--- config.mk ---
export PLATFORM = sky130hd
export DESIGN_NAME = score_collector_flat
export DESIGN_NICKNAME = d
export VERILOG_FILES = /design/src/rtl/nn_pkg.sv /design/src/rtl/score_collector_if.sv /design/src/rtl/score_collector.sv /design/src/flat_wrapper.sv
export SDC_FILE = /design/constraint.sdc
export NUM_CORES = 1
export LEC_CHECK = 0
export ABC_AREA = 1
export ABC_CLOCK_PERIOD_IN_PS = 2400
export CELL_PAD_IN_SITES_DETAIL_PLACEMENT = 1
export CELL_PAD_IN_SITES_GLOBAL_PLACEMENT = 2
export CORE_ASPECT_RATIO = 0.75
export CORE_UTILIZATION = 28
export CTS_CLUSTER_DIAMETER = 80
export DETAILED_ROUTE_END_ITERATION = 7
export PLACE_DENSITY_LB_ADDON = 0.15
export SLEW_MARGIN = 30
export SYNTH_ARGS = -nofsm -noshare
export SYNTH_HDL_FRONTEND = slang
export SYNTH_SLANG_ARGS = --single-unit
--- constraint.sdc ---
create_clock -name clk -period 2.4 [get_ports clk]
set_input_delay 0.24 -clock clk [delete_from_list [all_inputs] [get_ports clk]]
set_output_delay 0.24 -clock clk [all_outputs]
set_load 0.1 [all_outputs]
--- src/rtl/nn_pkg.sv ---
// Shared network constants, score types and the accumulator-to-score
// saturation helper used by both the Layer 1 and Layer 2 result paths.
package nn_pkg;

    localparam int unsigned NUM_CLASSES = 10;
    localparam int unsigned ACC_W       = 32;
    localparam int unsigned SCORE_W     = 20;
    localparam int unsigned IDX_W       = 4;

    typedef logic        [IDX_W-1:0]   idx_t;
    typedef logic signed [ACC_W-1:0]   acc_t;
    typedef logic signed [SCORE_W-1:0] score_t;

    typedef enum logic {
        FILL = 1'b0,
        HOLD = 1'b1
    } collect_state_t;

    // Clamp a signed accumulator into the signed score range.
    function automatic score_t sat_score(input acc_t acc);
        acc_t score_max;
        acc_t score_min;
        score_max = {{(ACC_W-SCORE_W+1){1'b0}}, {(SCORE_W-1){1'b1}}};
        score_min = {{(ACC_W-SCORE_W+1){1'b1}}, {(SCORE_W-1){1'b0}}};
        if (acc > score_max)
            return {1'b0, {(SCORE_W-1){1'b1}}};
        else if (acc < score_min)
            return {1'b1, {(SCORE_W-1){1'b0}}};
        else
            return acc[SCORE_W-1:0];
    endfunction

endpackage

--- src/rtl/score_collector_if.sv ---
// Stream-in / frame-out bundle between the Layer 2 sequencer, the score
// collector and the argmax stage.
interface score_collector_if;
    import nn_pkg::*;

    logic                           in_valid;
    logic                           in_ready;
    acc_t                           in_data;
    logic                           in_last;
    logic [NUM_CLASSES*SCORE_W-1:0] scores;
    logic                           out_valid;
    logic                           out_ack;
    logic                           frame_err;

    // Driving side: supplies scores and acknowledges frames.
    modport master (
        output in_valid, in_data, in_last, out_ack,
        input  in_ready, scores, out_valid, frame_err
    );

    // Collector side.
    modport slave (
        input  in_valid, in_data, in_last, out_ack,
        output in_ready, scores, out_valid, frame_err
    );

endinterface

--- src/rtl/score_collector.sv ---
// Assembles NUM_CLASSES saturated Layer 2 scores into one frame and holds it
// until the argmax consumer acknowledges. Misframed input is discarded with a
// one-cycle frame_err pulse.
module score_collector
    import nn_pkg::*;
(
    input  logic              clk,
    input  logic              rst_n,
    score_collector_if.slave  bus
);

    localparam idx_t LAST_IDX = idx_t'(NUM_CLASSES - 1);

    collect_state_t                 state;
    collect_state_t                 state_nx;
    idx_t                           idx;
    logic [NUM_CLASSES*SCORE_W-1:0] slots;
    logic                           err_q;
    logic                           accept;
    logic                           at_last;

    assign accept  = bus.in_valid && (state == FILL);
    assign at_last = (idx == LAST_IDX);

    // State register.
    always_ff @(posedge clk) begin
        if (!rst_n)
            state <= FILL;
        else
            state <= state_nx;
    end

    // Next state: complete frame enters HOLD, acknowledge releases it.
    always_comb begin
        state_nx = state;
        case (state)
            FILL: if (accept && at_last && bus.in_last) state_nx = HOLD;
            HOLD: if (bus.out_ack)                       state_nx = FILL;
            default:                                     state_nx = FILL;
        endcase
    end

    // Outputs decoded purely from registers.
    always_comb begin
        bus.in_ready  = (state == FILL);
        bus.out_valid = (state == HOLD);
        bus.scores    = slots;
        bus.frame_err = err_q;
    end

    // Slot write, index counter and registered framing-error pulse.
    always_ff @(posedge clk) begin
        if (!rst_n) begin
            idx   <= '0;
            slots <= '0;
            err_q <= 1'b0;
        end else begin
            err_q <= 1'b0;
            if (accept) begin
                for (int unsigned i = 0; i < NUM_CLASSES; i++) begin
                    if (idx == idx_t'(i))
                        slots[i*SCORE_W +: SCORE_W] <= sat_score(bus.in_data);
                end
                if (bus.in_last || at_last) begin
                    idx   <= '0;
                    // Error whenever in_last and the final slot disagree.
                    err_q <= (bus.in_last != at_last);
                end else begin
                    idx <= idx + idx_t'(1);
                end
            end
        end
    end

endmodule

--- src/flat_wrapper.sv ---
// flat-port wrapper written by rule: the top's interface ports become plain ports
module score_collector_flat import nn_pkg::*;
  (clk, rst_n, bus_in_valid, bus_in_data, bus_in_last, bus_out_ack, bus_in_ready, bus_scores, bus_out_valid, bus_frame_err);
  score_collector_if bus_i ();
  input  logic clk;
  input  logic rst_n;
  input wire logic [$bits(bus_i.in_valid)-1:0] bus_in_valid;
  input wire logic [$bits(bus_i.in_data)-1:0] bus_in_data;
  input wire logic [$bits(bus_i.in_last)-1:0] bus_in_last;
  input wire logic [$bits(bus_i.out_ack)-1:0] bus_out_ack;
  output wire logic [$bits(bus_i.in_ready)-1:0] bus_in_ready;
  output wire logic [$bits(bus_i.scores)-1:0] bus_scores;
  output wire logic [$bits(bus_i.out_valid)-1:0] bus_out_valid;
  output wire logic [$bits(bus_i.frame_err)-1:0] bus_frame_err;
  assign bus_i.in_valid = bus_in_valid;
  assign bus_i.in_data = bus_in_data;
  assign bus_i.in_last = bus_in_last;
  assign bus_i.out_ack = bus_out_ack;
  assign bus_in_ready = bus_i.in_ready;
  assign bus_scores = bus_i.scores;
  assign bus_out_valid = bus_i.out_valid;
  assign bus_frame_err = bus_i.frame_err;
  score_collector u_core (.clk(clk), .rst_n(rst_n), .bus(bus_i));
endmodule
Run 1, wiring by layer:
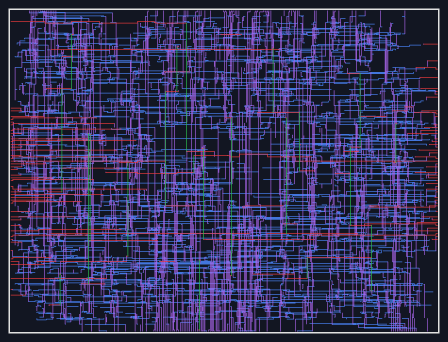
| layer | colour | wire length |
|---|---|---|
| metal 1 | blue | 16000 um |
| metal 4 | green | 817 um |
| metal 3 | red | 2330 um |
| metal 2 | purple | 15700 um |

Run 1, ports around the boundary:
Pins as bars across the die edge, other pins in grey.
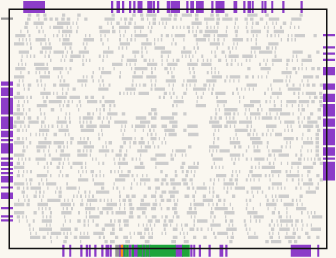
| port | colour | pins | direction | edge |
|---|---|---|---|---|
| bus_scores | purple | 200 | output | 63 top, 47 right, 46 bottom, 44 left |
| bus_in_data | green | 32 | input | bottom |
| bus_out_valid | orange | 1 | output | bottom |

==> flow_metrics.py, run 1 <==
# Flow results
metrics = {
    "power_and_ir_drop": {
        "power-top-group": "the clock network",
        "power_density_nw_per_um2": 691,
        "power_switching_uw": 2500,
        "powerComb_uw": 1260,
        "finalPower_uw": 8370,
        "p_clk_uw": 3570,
        "seq_power_share_pct": 42.3,
        "leakage_uw": 0.00638,
        "combPwrFrac_pct": 15.0,
        "vdd_ir_drop_max_mv": 0.403,
        "switching_share_pct": 29.9,
    },
    "grt": {
        "grt_max_degree": 88,
        "grt-ovfl-total": 0,
        "grt_pass1_vias": 8712,
        "antenna_found_initial": 0,
        "grt_pass1_wl_mm": 52.5,
    },
    "sta": {
        "whs_ns": 0.353,
        "layout_setup_ws_ns": 0.681,
        "finalClockPeriodUsage_pct": 71.6,
        "worst_pin_slew_ns": 0.520,
        "setup_viol": 0,
        "fin_tns_setup_ns": 0,
        "max_slew_margin_pct": 65.2,
        "finalHoldViolCount": 0,
        "period_needed_ns": 1.72,
        "fmax_mhz": 582,
    },
    "yosys": {
        "mux_area_share_pct": 0,
        "ys.flops": 206,
        "synthCells": 1358,
        "syn_area_per_cell_um2": 6.61,
        "yosysCellCount": 1358,
        "yosysChipArea_um2": 8970,
        "xor_share_pct": 0,
        "syn-num-nets": 1400,
        "top_cells_by_area": "dfxtp_1, nor2_1, nand3_1",
        "yosys_most_used_dff": "dfxtp_1",
        "mappedNetlistArea_um2": 8970,
        "synthArstFlopShare_pct": 0,
        "simple_gate_share_pct": 38.4,
        "synth_area_leader_cell": "dfxtp_1",
        "edf_count": 0,
        "ys_seq_share_pct": 46.0,
        "synth.comb.largest_family": "simple AND/OR/NAND/NOR gates",
    },
    "cts": {
        "cts_setup_buffers": 0,
        "numCtsBuffers": 24,
        "ctsRootBufferMaster": "clkbuf_16",
        "clk_path_buf_depth": 3,
        "cts_sinks": 206,
        "h-tree-depth": 1,
        "clk_latency_ns": 0.53,
        "post_cts_resized": 0,
        "cts_tree": "built",
        "clk_pin_slew_ns": 0.06,
    },
    "run": {
        "tool_warnings": 29,
        "cap_violations": 0,
    },
    "worst_setup_path": {
        "slowest_stage": "buf_4",
        "critPathKind": "reg -> reg",
        "crit_family": "buffers and inverters",
        "path_depth": 8,
        "crit_top_cell": "inv_1",
        "startpoint_type": "flip-flop",
        "max_stage_delay_ns": 0.43,
        "crit_path_end_kind": "flip-flop",
        "rr_worst_depth": 8,
        "crit_chain": "inv_1 -> ha_1 -> inv_1 -> nor3_4 -> buf_4 -> nand3_1 -> nand2_1 -> inv_1",
    },
    "final_layout": {
        "nNetsFinal": 1616,
        "largest_reg_flops": 200,
        "area_growth_pct": 35.0,
        "mostFrequentLayoutCell": "nor2_1",
        "num-fill-cells": 3950,
        "drive_above_1_share_pct": 18.8,
        "layout_top_cells": "nor2_1, buf_4, nand2_1",
        "stdcell_area_um2": 12100,
        "antenna_cells": 0,
    },
    "floorplanning": {
        "num_rows": 56,
        "core-area_um2": 31400,
        "pin_count": 240,
        "die_w_um": 209,
    },
    "placed_design": {
        "dp.cells": 1954,
        "gp_congestion": 0.799,
        "place_area_um2": 11400,
        "port_buffers": 239,
        "preCtsSetupSlack_ns": 0.269,
    },
    "drt": {
        "ant_nets": 0,
        "drt_iter0_drc": 444,
        "routed_wire_length_per_instance_um": 17.5,
    },
    "outcome": {
        "outcome": "completed",
    },
    "worst_hold_path": {
        "worstHoldPathType": "in -> reg",
    },
}
Run 1, register map, names as in the netlist:
Other sequential cells in the stronger grey, the rest of the logic in the fainter grey.
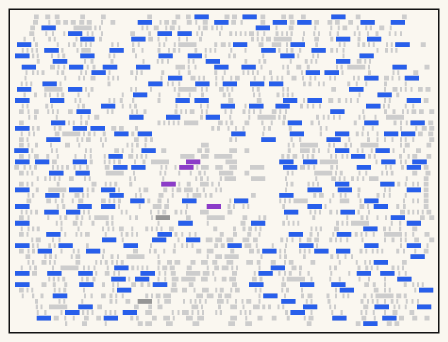
| signal | colour | flops | where |
|---|---|---|---|
| u_core.bus.scores | blue | 200 | spread over the die |
| u_core.idx | purple | 4 | middle |
register area: 4120 um^2
share of the core filled with cells: 38.6%
Seq. pwr: 3540 uW
Seq area share: 34.1%

[run 1: cell type report]
cell class	instances	area [um^2]	area share [%]
clock inverter	1	5.00	0.0413
inverter	201	759	6.27
multi-input combinational	867	3700	30.6
sequential	206	4120	34.1
timing repair buffer	274	2260	18.7
clock buffer	41	746	6.16
tap	406	508	4.20
[run 1: worst reg2reg max path: cells and delay by family, from the launching register on]
| kind | cells | cell delay (ns) |
|---|---|---|
| buffers and inverters | 4 | 0.69 |
| DFF | 1 | 0.34 |
| adders and majority gates | 1 | 0.16 |
| and+or+nand+nor | 3 | 0.41 |
[run 1: synthesized netlist by cell type (3+ instances only)]
| cell type | n |
|---|---|
| inv_2 | 3 |
| buf_1 | 13 |
| buf_2 | 47 |
| a21oi_1 | 13 |
| nand3_1 | 192 |
| clkbuf_1 | 12 |
| o21ai_0 | 6 |
| nand2_2 | 12 |
| nor2_1 | 403 |
| o21ai_1 | 4 |
| dfxtp_1 | 206 |
| buf_6 | 11 |
| ha_1 | 5 |
| nand2_1 | 224 |
| inv_1 | 198 |
[run 1: per-layer routing]
layer / wire length (um) / track usage (%) / share of wire [%] / up-vias
li1: - / - / - / 4492
met1: 16000 / 27.4 / 46 / 4155
met2: 15700 / 34.5 / 45 / 178
met3: 2330 / 5.15 / 6.7 / 50
met4: 817 / 5.36 / 2.3 / 0
met5: 0 / 0 / 0 / -
[run 1: path summary, 6_finish.rpt]
check	to	from	slack (ns)
worst max-delay path	u_core.bus.scores[138]	u_core.idx[0]	0.68
worst min-delay path	u_core.bus.out_valid	bus_out_ack	0.35
worst max register to register	u_core.bus.scores[138]	u_core.idx[0]	0.68
worst min register to register	u_core.idx[2]	u_core.idx[2]	0.51
Run 1, clock routing:
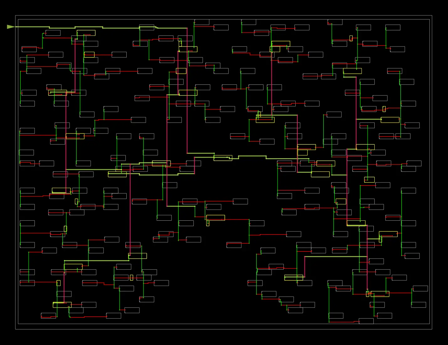

## Run 2: what changed since run 1
--- a/config.mk
+++ b/config.mk
@@ -6,11 +6,11 @@
 export NUM_CORES = 1
 export LEC_CHECK = 0
 export ABC_AREA = 1
-export ABC_CLOCK_PERIOD_IN_PS = 2400
+export ABC_CLOCK_PERIOD_IN_PS = 1620
 export CELL_PAD_IN_SITES_DETAIL_PLACEMENT = 1
 export CELL_PAD_IN_SITES_GLOBAL_PLACEMENT = 2
 export CORE_ASPECT_RATIO = 0.75
-export CORE_UTILIZATION = 28
+export CORE_UTILIZATION = 26
 export CTS_CLUSTER_DIAMETER = 80
 export DETAILED_ROUTE_END_ITERATION = 7
 export PLACE_DENSITY_LB_ADDON = 0.15
==> constraint.sdc (replaced) <==
create_clock -name clk -period 1.62 [get_ports clk]
set_input_delay 0.162 -clock clk [delete_from_list [all_inputs] [get_ports clk]]
set_output_delay 0.162 -clock clk [all_outputs]
set_load 0.1 [all_outputs]
Run 2, clock routing:
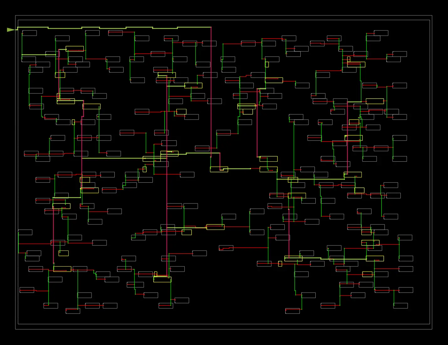
Worst Skew: 0.0118 ns
Clock net power: 5500 uW
Flops: 206

Run 2, wiring by layer:
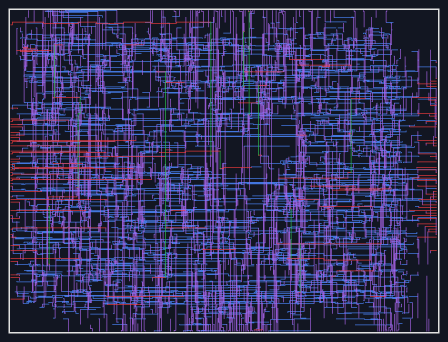
| layer | colour | wire length |
|---|---|---|
| metal 1 | blue | 17400 um |
| metal 4 | green | 485 um |
| metal 3 | red | 1840 um |
| metal 2 | purple | 17300 um |
All-Layer GR Usage: 20.3%
DR WL/cell: 17.8 um
via count: 9300

==> flow_metrics.py, run 2 <==
# Flow results
metrics = {
    "drt": {
        "wl_met3_mm": 1.84,
        "wl_met2_mm": 17.3,
        "topRoutingLayerUsed": "met4",
        "wl_met1_mm": 17.4,
    },
    "cts": {
        "cts_setup_buffers": 0,
        "cts_tree": "built",
        "ctsRootBufferMaster": "clkbuf_16",
        "h-tree-depth": 1,
        "clk_latency_ns": 0.51,
        "cts_sinks": 206,
        "clk_pin_slew_ns": 0.06,
    },
    "worst_setup_path": {
        "crit_path_end_kind": "flip-flop",
        "max_stage_delay_ns": 0.33,
        "slowest_stage": "dfxtp_2",
        "crit_chain": "inv_1 -> ha_1 -> nand2_1 -> ha_1 -> or2_2 -> nand2_2 -> inv_1 -> nand2_1 -> nor2_1",
        "startpoint_type": "flip-flop",
        "crit_family": "simple AND/OR/NAND/NOR gates",
    },
    "power_and_ir_drop": {
        "combPwrFrac_pct": 17.6,
        "power_switching_uw": 3810,
        "power_density_nw_per_um2": 838,
        "seq_power_share_pct": 40.5,
        "finalPower_uw": 13100,
        "switching_share_pct": 29.0,
        "vdd_ir_drop_max_mv": 0.540,
        "leakage_uw": 0.00739,
    },
    "grt": {
        "met2_usage_pct": 33.3,
        "antenna_found_initial": 0,
        "grt_pass1_wl_mm": 55.2,
        "grt-busiest-layer": "met2",
        "grt_pass1_vias": 9258,
        "grt_max_degree": 42,
        "grtUsageMet1_pct": 27.7,
    },
    "yosys": {
        "synthArstFlopShare_pct": 0,
        "synthCells": 1358,
        "most_common_cell": "nor2_1",
        "syn-num-nets": 1400,
        "synth_area_leader_cell": "dfxtp_1",
        "mappedNetlistArea_um2": 8970,
        "ys_seq_share_pct": 46.0,
        "edf_count": 0,
        "yosys-top-cells-count": "nor2_1, nand2_1, dfxtp_1",
        "ys.flops": 206,
        "yosys_most_used_dff": "dfxtp_1",
        "top_cells_by_area": "dfxtp_1, nor2_1, nand3_1",
        "syn_area_per_cell_um2": 6.61,
        "yosysChipArea_um2": 8970,
    },
    "final_layout": {
        "antenna_cells": 0,
        "logic_area_um2": 3740,
        "area_growth_pct": 74.6,
        "layout_top_cells": "nor2_1, buf_12, nand2_1",
        "nNetsFinal": 1659,
        "num-fill-cells": 3955,
        "largest_reg_flops": 200,
    },
    "run": {
        "cap_violations": 0,
        "tool_warnings": 30,
    },
    "worst_hold_path": {
        "worstHoldPathType": "in -> reg",
    },
    "outcome": {
        "outcome": "completed",
    },
    "placed_design": {
        "port_buffers": 239,
        "gp_congestion": 0.771,
    },
    "sta": {
        "finalClockPeriodUsage_pct": 94.1,
        "finalHoldViolCount": 0,
        "fmax_mhz": 656,
        "setup_viol": 0,
        "layout_setup_ws_ns": 0.0948,
    },
    "floorplanning": {
        "die_w_um": 216,
        "core-area_um2": 33700,
        "num_rows": 58,
    },
}
run 2: cell type report:
class	instances	area share (%)
flip-flops and latches	206	26.4
clock buffers	40	5.06
clock inverters	3	0.0959
repair buffers	317	36.1
well taps	450	3.60
multi-input cells	867	23.9
inverters	201	4.88
run 2: power groups by stage:
| stage | Sequential, uW | Clock, uW | Combinational, uW |
|---|---|---|---|
| 3_5_place_dp | 5420 | 0 | 2310 |
| 5_1_grt | 5320 | 5860 | 2430 |
| 2_1_floorplan | 6120 | 0 | 513 |
| 4_1_cts | 5310 | 5670 | 2320 |
| 6_report | 5310 | 5500 | 2320 |
| 3_3_place_gp | 5420 | 0 | 2290 |
run 2: worst register-to-register path: cells and delay by family (launching register included):
family / cells / cell delay, ns
and+or+nand+nor: 5 / 0.63
adders and majority gates: 2 / 0.35
DFF: 1 / 0.33
buffers and inverters: 2 / 0.12
run 2: kinds of logic after synthesis:
group / share of synthesized area [%]
AND/OR/NAND/NOR: 38.4
buffers and inverters: 13.5
adder cells (fa/ha/maj): 0.697
flip-flops: 46.0
AND-OR/OR-AND: 1.37
run 2: metrics by stage:
step,TNS (ns),util [%],cells
after floorplan,0,-,1358
after CTS,0,45.7,2071
after global placement,-25.96,43.3,2028
after global routing,-0.0148,46.4,2084
after detailed placement,-30.02,43.3,2028
final,0,46.4,2084
run 2: path summary, 6_finish.rpt:
path,startpoint,to,slack [ns],cells past startpoint
min,bus_out_ack,u_core.bus.out_valid,0.29,3
min reg2reg,u_core.idx[0],u_core.idx[0],0.50,2
max reg2reg,u_core.idx[1],u_core.idx[3],0.09,9
max,u_core.idx[1],u_core.idx[3],0.09,9
No activity file was given, so power comes from the tool's default toggle rates.
